**Run 1: power grid**

Pins as bars on the die edge. Tap cells in grey.
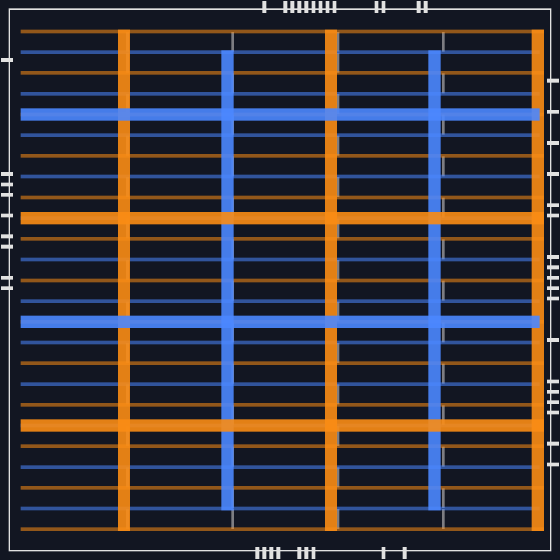
**Run 1: the metal 2 layer**

The bar under the picture is 20 um long.
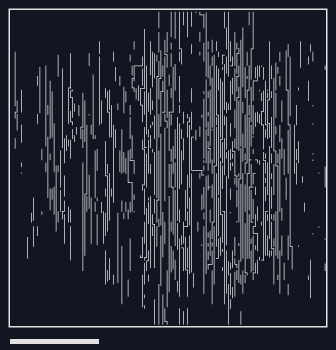
**Run 1: clock distribution**

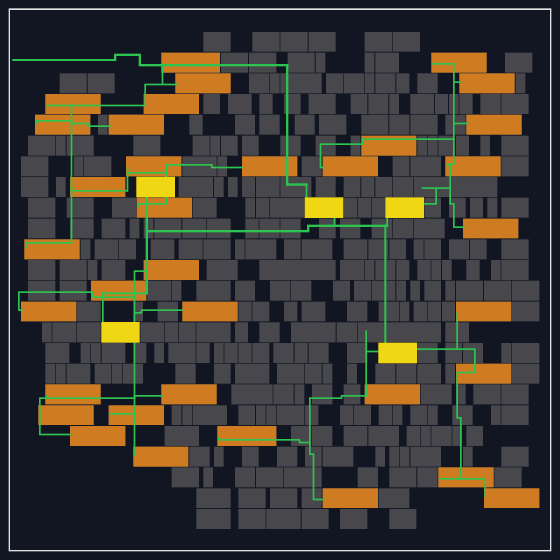
**Run 1: cell outlines without signal wires**

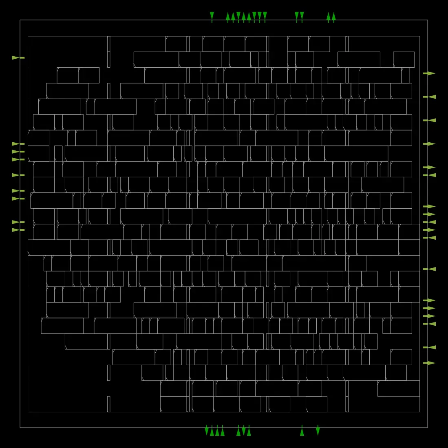
<file path="config.mk">
export PLATFORM = sky130hd
export DESIGN_NAME = countdown_timer
export DESIGN_NICKNAME = d
export VERILOG_FILES = /design/src/rtl/countdown_timer_pkg.sv /design/src/rtl/countdown_timer_tick_prescaler.sv /design/src/rtl/countdown_timer.sv
export SDC_FILE = /design/constraint.sdc
export NUM_CORES = 1
export LEC_CHECK = 0
export ABC_CLOCK_PERIOD_IN_PS = 2200
export CAP_MARGIN = 0
export CORE_UTILIZATION = 46
export CTS_CLUSTER_DIAMETER = 150
export DETAILED_ROUTE_END_ITERATION = 6
export GPL_ROUTABILITY_DRIVEN = 0
export HOLD_SLACK_MARGIN = 0.12
export PLACE_DENSITY_LB_ADDON = 0.3
export SLEW_MARGIN = 15
export SYNTH_ARGS = -nofsm -noshare
export SYNTH_HDL_FRONTEND = slang
export SYNTH_SLANG_ARGS = --single-unit
</file>
<file path="constraint.sdc">
create_clock -name clk -period 2.2 [get_ports clk]
set_input_delay 0.44 -clock clk [delete_from_list [all_inputs] [get_ports clk]]
set_output_delay 0.44 -clock clk [all_outputs]
set_load 0.01 [all_outputs]
</file>
<file path="src/rtl/countdown_timer_pkg.sv">
// Shared types and default widths for the countdown timer slice.
package countdown_timer_pkg;
  localparam int COUNT_W_DEFAULT    = 16;
  localparam int PRESCALE_W_DEFAULT = 8;

  typedef enum logic [1:0] {
    IDLE  = 2'd0,
    RUN   = 2'd1,
    PAUSE = 2'd2
  } timer_state_e;
endpackage

</file>
<file path="src/rtl/countdown_timer_tick_prescaler.sv">
// Prescaler for the countdown timer: emits one tick every (latched prescale + 1) enabled cycles.
module tick_prescaler
  import countdown_timer_pkg::*;
#(
  parameter int PRESCALE_WIDTH = PRESCALE_W_DEFAULT
) (
  input  logic                      clk,
  input  logic                      reset,
  input  logic                      i_clear,
  input  logic                      i_enable,
  input  logic                      i_latch,
  input  logic [PRESCALE_WIDTH-1:0] i_prescale,
  output logic                      o_tick
);
  logic [PRESCALE_WIDTH-1:0] r_cnt;
  logic [PRESCALE_WIDTH-1:0] r_lat;
  logic                      w_tick;

  assign w_tick = i_enable && (r_cnt == r_lat);
  assign o_tick = w_tick;

  // Latching a new prescale always restarts the count from zero.
  always_ff @(posedge clk) begin
    if (reset) begin
      r_cnt <= '0;
      r_lat <= '0;
    end else if (i_latch) begin
      r_lat <= i_prescale;
      r_cnt <= '0;
    end else if (i_clear) begin
      r_cnt <= '0;
    end else if (i_enable) begin
      r_cnt <= w_tick ? '0 : r_cnt + 1'b1;
    end
  end
endmodule

</file>
<file path="src/rtl/countdown_timer.sv">
// Loadable, prescaled down-counter with a one-cycle expired pulse at terminal count.
// Optional auto-reload at terminal count: define COUNTDOWN_TIMER_AUTO_RELOAD_EN.
module countdown_timer
  import countdown_timer_pkg::*;
#(
  parameter int COUNT_WIDTH    = COUNT_W_DEFAULT,
  parameter int PRESCALE_WIDTH = PRESCALE_W_DEFAULT
) (
  input  logic                      clk,
  input  logic                      reset,
  input  logic                      i_load,
  input  logic [COUNT_WIDTH-1:0]    i_load_value,
  input  logic                      i_start,
  input  logic                      i_pause,
  input  logic                      i_abort,
  input  logic [PRESCALE_WIDTH-1:0] i_prescale,
  output logic [COUNT_WIDTH-1:0]    o_count,
  output logic                      o_busy,
  output logic                      o_paused,
  output logic                      o_expired
);
`ifdef COUNTDOWN_TIMER_AUTO_RELOAD_EN
  localparam bit AUTO_RELOAD = 1'b1;
`else
  localparam bit AUTO_RELOAD = 1'b0;
`endif

  timer_state_e           r_state;
  logic [COUNT_WIDTH-1:0] r_count;
  logic [COUNT_WIDTH-1:0] r_reload;
  logic                   r_expired;
  logic                   w_tick;
  logic                   w_enable;
  logic                   w_latch;
  logic                   w_clear;

  // A pausing, aborting or loading edge must not advance the prescaler.
  assign w_enable = (r_state == RUN) && !i_load && !i_abort && !i_pause;
  assign w_latch  = (r_state == IDLE) && !i_load && !i_abort && !i_pause &&
                    i_start && (r_count != '0);
  assign w_clear  = i_load || i_abort;

  tick_prescaler #(.PRESCALE_WIDTH(PRESCALE_WIDTH)) u_prescaler (
    .clk        (clk),
    .reset      (reset),
    .i_clear    (w_clear),
    .i_enable   (w_enable),
    .i_latch    (w_latch),
    .i_prescale (i_prescale),
    .o_tick     (w_tick)
  );

  always_ff @(posedge clk) begin
    if (reset) begin
      r_state   <= IDLE;
      r_count   <= '0;
      r_reload  <= '0;
      r_expired <= 1'b0;
    end else begin
      r_expired <= 1'b0;
      if (i_load) begin
        r_count  <= i_load_value;
        r_reload <= i_load_value;
        r_state  <= IDLE;
      end else begin
        case (r_state)
          IDLE: begin
            if (!i_abort && !i_pause && i_start) begin
              if (r_count != '0) r_state <= RUN;
              else               r_expired <= 1'b1;
            end
          end
          RUN: begin
            if (i_abort) begin
              r_state <= IDLE;
            end else if (i_pause) begin
              r_state <= PAUSE;
            end else if (w_tick) begin
              if (r_count <= COUNT_WIDTH'(1)) begin
                r_expired <= 1'b1;
                if (AUTO_RELOAD && (r_reload != '0)) begin
                  r_count <= r_reload;
                end else begin
                  r_count <= '0;
                  r_state <= IDLE;
                end
              end else begin
                r_count <= r_count - 1'b1;
              end
            end
          end
          PAUSE: begin
            if (i_abort)       r_state <= IDLE;
            else if (!i_pause) r_state <= RUN;
          end
          default: r_state <= IDLE;
        endcase
      end
    end
  end

  assign o_count   = r_count;
  assign o_expired = r_expired;
  assign o_busy    = (r_state == RUN) || (r_state == PAUSE);
  assign o_paused  = (r_state == PAUSE);
endmodule

</file>
==> impl_metrics.tcl, run 1 <==
# implementation run metrics
set metrics [dict create \
    die_h_um 70.8 \
    netlist_area_um2 2180 \
    max_cap_violations 0 \
    switchingPower_mw 0.464 \
    setup_violations 0 \
    postPlaceCellArea_um2 2950 \
    outcome "completed" \
    top_area_cell "dfxtp_1" \
    worst_ir_drop_vdd_mv 0.400 \
    power_frac_comb 0.224 \
    p_int_mw 1.32 \
    seq_area_um2 703 \
    totalPowerFinal_mw 1.78 \
    synthArstFlopShare 0 \
    clock_buffers 6 \
    holdBufCountCts 0 \
    xor_share 0.0603 \
    swShare 0.260 \
    hold_start "u_prescaler.r_cnt[1]" \
    via_per_inst 5.86 \
    synthToLayoutAreaGrowth_pct 44.0 \
    max_slew_margin 0.638 \
    r2r-start "u_prescaler.r_lat[7]" \
    setup_tns_ps 0 \
    grt_setup_unrepaired "yes" \
    diodes 0 \
    drt_pre_antenna_iters 6 \
    p_per_area_nw_per_um2 568 \
    grt_max_degree 25 \
    tightest_slew_ps 539 \
    overflow 0 \
    reg2reg_slack_ps 60 \
    final-nonclk-buf-share 0.246 \
    mux_share 0.0460 \
]
Back to the opening pictures, 'power grid':
[blue] VDD
[orange] VSS
met4 straps: 5
signal pins: 49
met1 rails: 25
rows: 24

Back to the opening pictures, 'the metal 2 layer':
longest straight run: 27.2 um
nets with wire on the layer: 324
Routed WL: 6.11 mm
via count: 2,338
GRT met2 Usage: 0.436

Back to the opening pictures, 'clock distribution':
[green] clock wires | length: 463 um
[orange] flip-flops | count: 35
[yellow] clock-net drivers | count: 5
routed clock nets: 6
flops lie: widely spread
Clock group: 0.691 mW
Clock power frac: 0.388
Worst-Skew Late Latency: 290 ps
Clock Skew: 5.51 ps

Back to the opening pictures, 'cell outlines without signal wires':
Final Non-Filler Cells: 399
core area: 4440 um^2
fill count: 355
final core utilization: 0.706

==> run 2: changes to the inputs <==
--- a/config.mk
+++ b/config.mk
@@ -5,9 +5,9 @@
 export SDC_FILE = /design/constraint.sdc
 export NUM_CORES = 1
 export LEC_CHECK = 0
-export ABC_CLOCK_PERIOD_IN_PS = 2200
+export ABC_CLOCK_PERIOD_IN_PS = 2150
 export CAP_MARGIN = 0
-export CORE_UTILIZATION = 46
+export CORE_UTILIZATION = 50
 export CTS_CLUSTER_DIAMETER = 150
 export DETAILED_ROUTE_END_ITERATION = 6
 export GPL_ROUTABILITY_DRIVEN = 0
==> constraint.sdc (replaced) <==
create_clock -name clk -period 2.15 [get_ports clk]
set_input_delay 0.43 -clock clk [delete_from_list [all_inputs] [get_ports clk]]
set_output_delay 0.43 -clock clk [all_outputs]
set_load 0.01 [all_outputs]
**Run 2: cell outlines without signal wires**

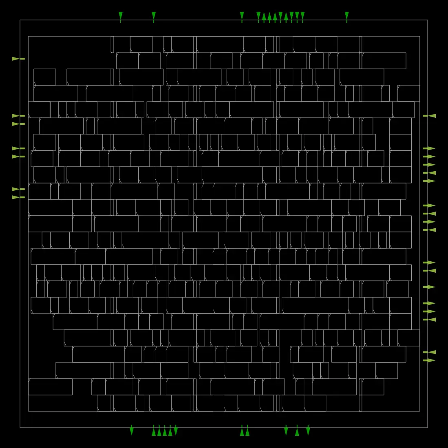
Tap Count: 50
flop share of the area: 0.224
seq_cells: 35

**Run 2: cell classes on the final placement**

The bar under the picture is 20 um long. Fill, decap, tap and diode cells in grey.
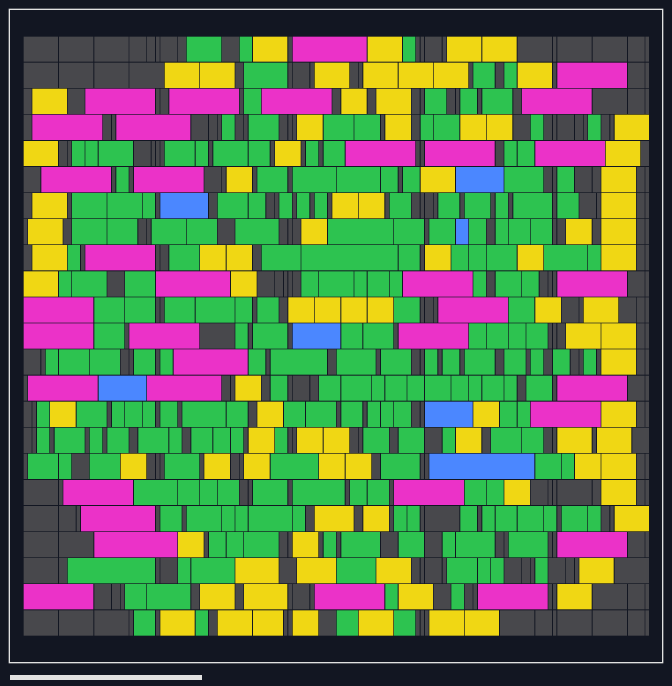
[magenta] sequential cells | cells: 35
[yellow] remaining buffers and delay cells | cells: 90
[blue] clock drivers and dummy loads | cells: 7
[green] remaining logic cells | cells: 218

==> impl_metrics.tcl, run 2 <==
# implementation run metrics
set metrics [dict create \
    post-route-util 0.779 \
    diodes 0 \
    die_h_um 68.0 \
    grt_setup_unrepaired "yes" \
    tightest_slew_ps 733 \
    max_cap_violations 0 \
    drt_pre_antenna_iters 4 \
    switchingPower_mw 0.475 \
    holdBufCountCts 0 \
    synthToLayoutAreaGrowth_pct 46.1 \
    totalPowerFinal_mw 1.71 \
    reg2reg_slack_ps 30 \
    hold_start "r_state[0]" \
    via_count 2418 \
    final-nonclk-buf-share 0.254 \
    grtUsageMet2 0.509 \
    synthArstFlopShare 0 \
    p_int_mw 1.24 \
    seq_area_um2 712 \
    p_clk_mw 0.574 \
    p_per_area_nw_per_um2 537 \
    setup_violations 0 \
    hold_path_class "flop to flop" \
    fin_cells 400 \
    layout_top_cells "45 x clkdlybuf4s50_1, 40 x buf_4, 31 x nand2_1" \
    outcome "completed" \
    p_clk_frac 0.336 \
    clock_skew_ps 5.33 \
    xor_share 0.0603 \
    top_area_cell "dfxtp_1" \
    max_slew_margin 0.510 \
    swShare 0.278 \
    core-area_um2 4090 \
    grt_max_degree 26 \
    mux_share 0.0460 \
    netlist_area_um2 2180 \
    power_frac_comb 0.251 \
    postPlaceCellArea_um2 3000 \
    via_per_inst 6.05 \
]
Power and IR drop assume default switching activity.
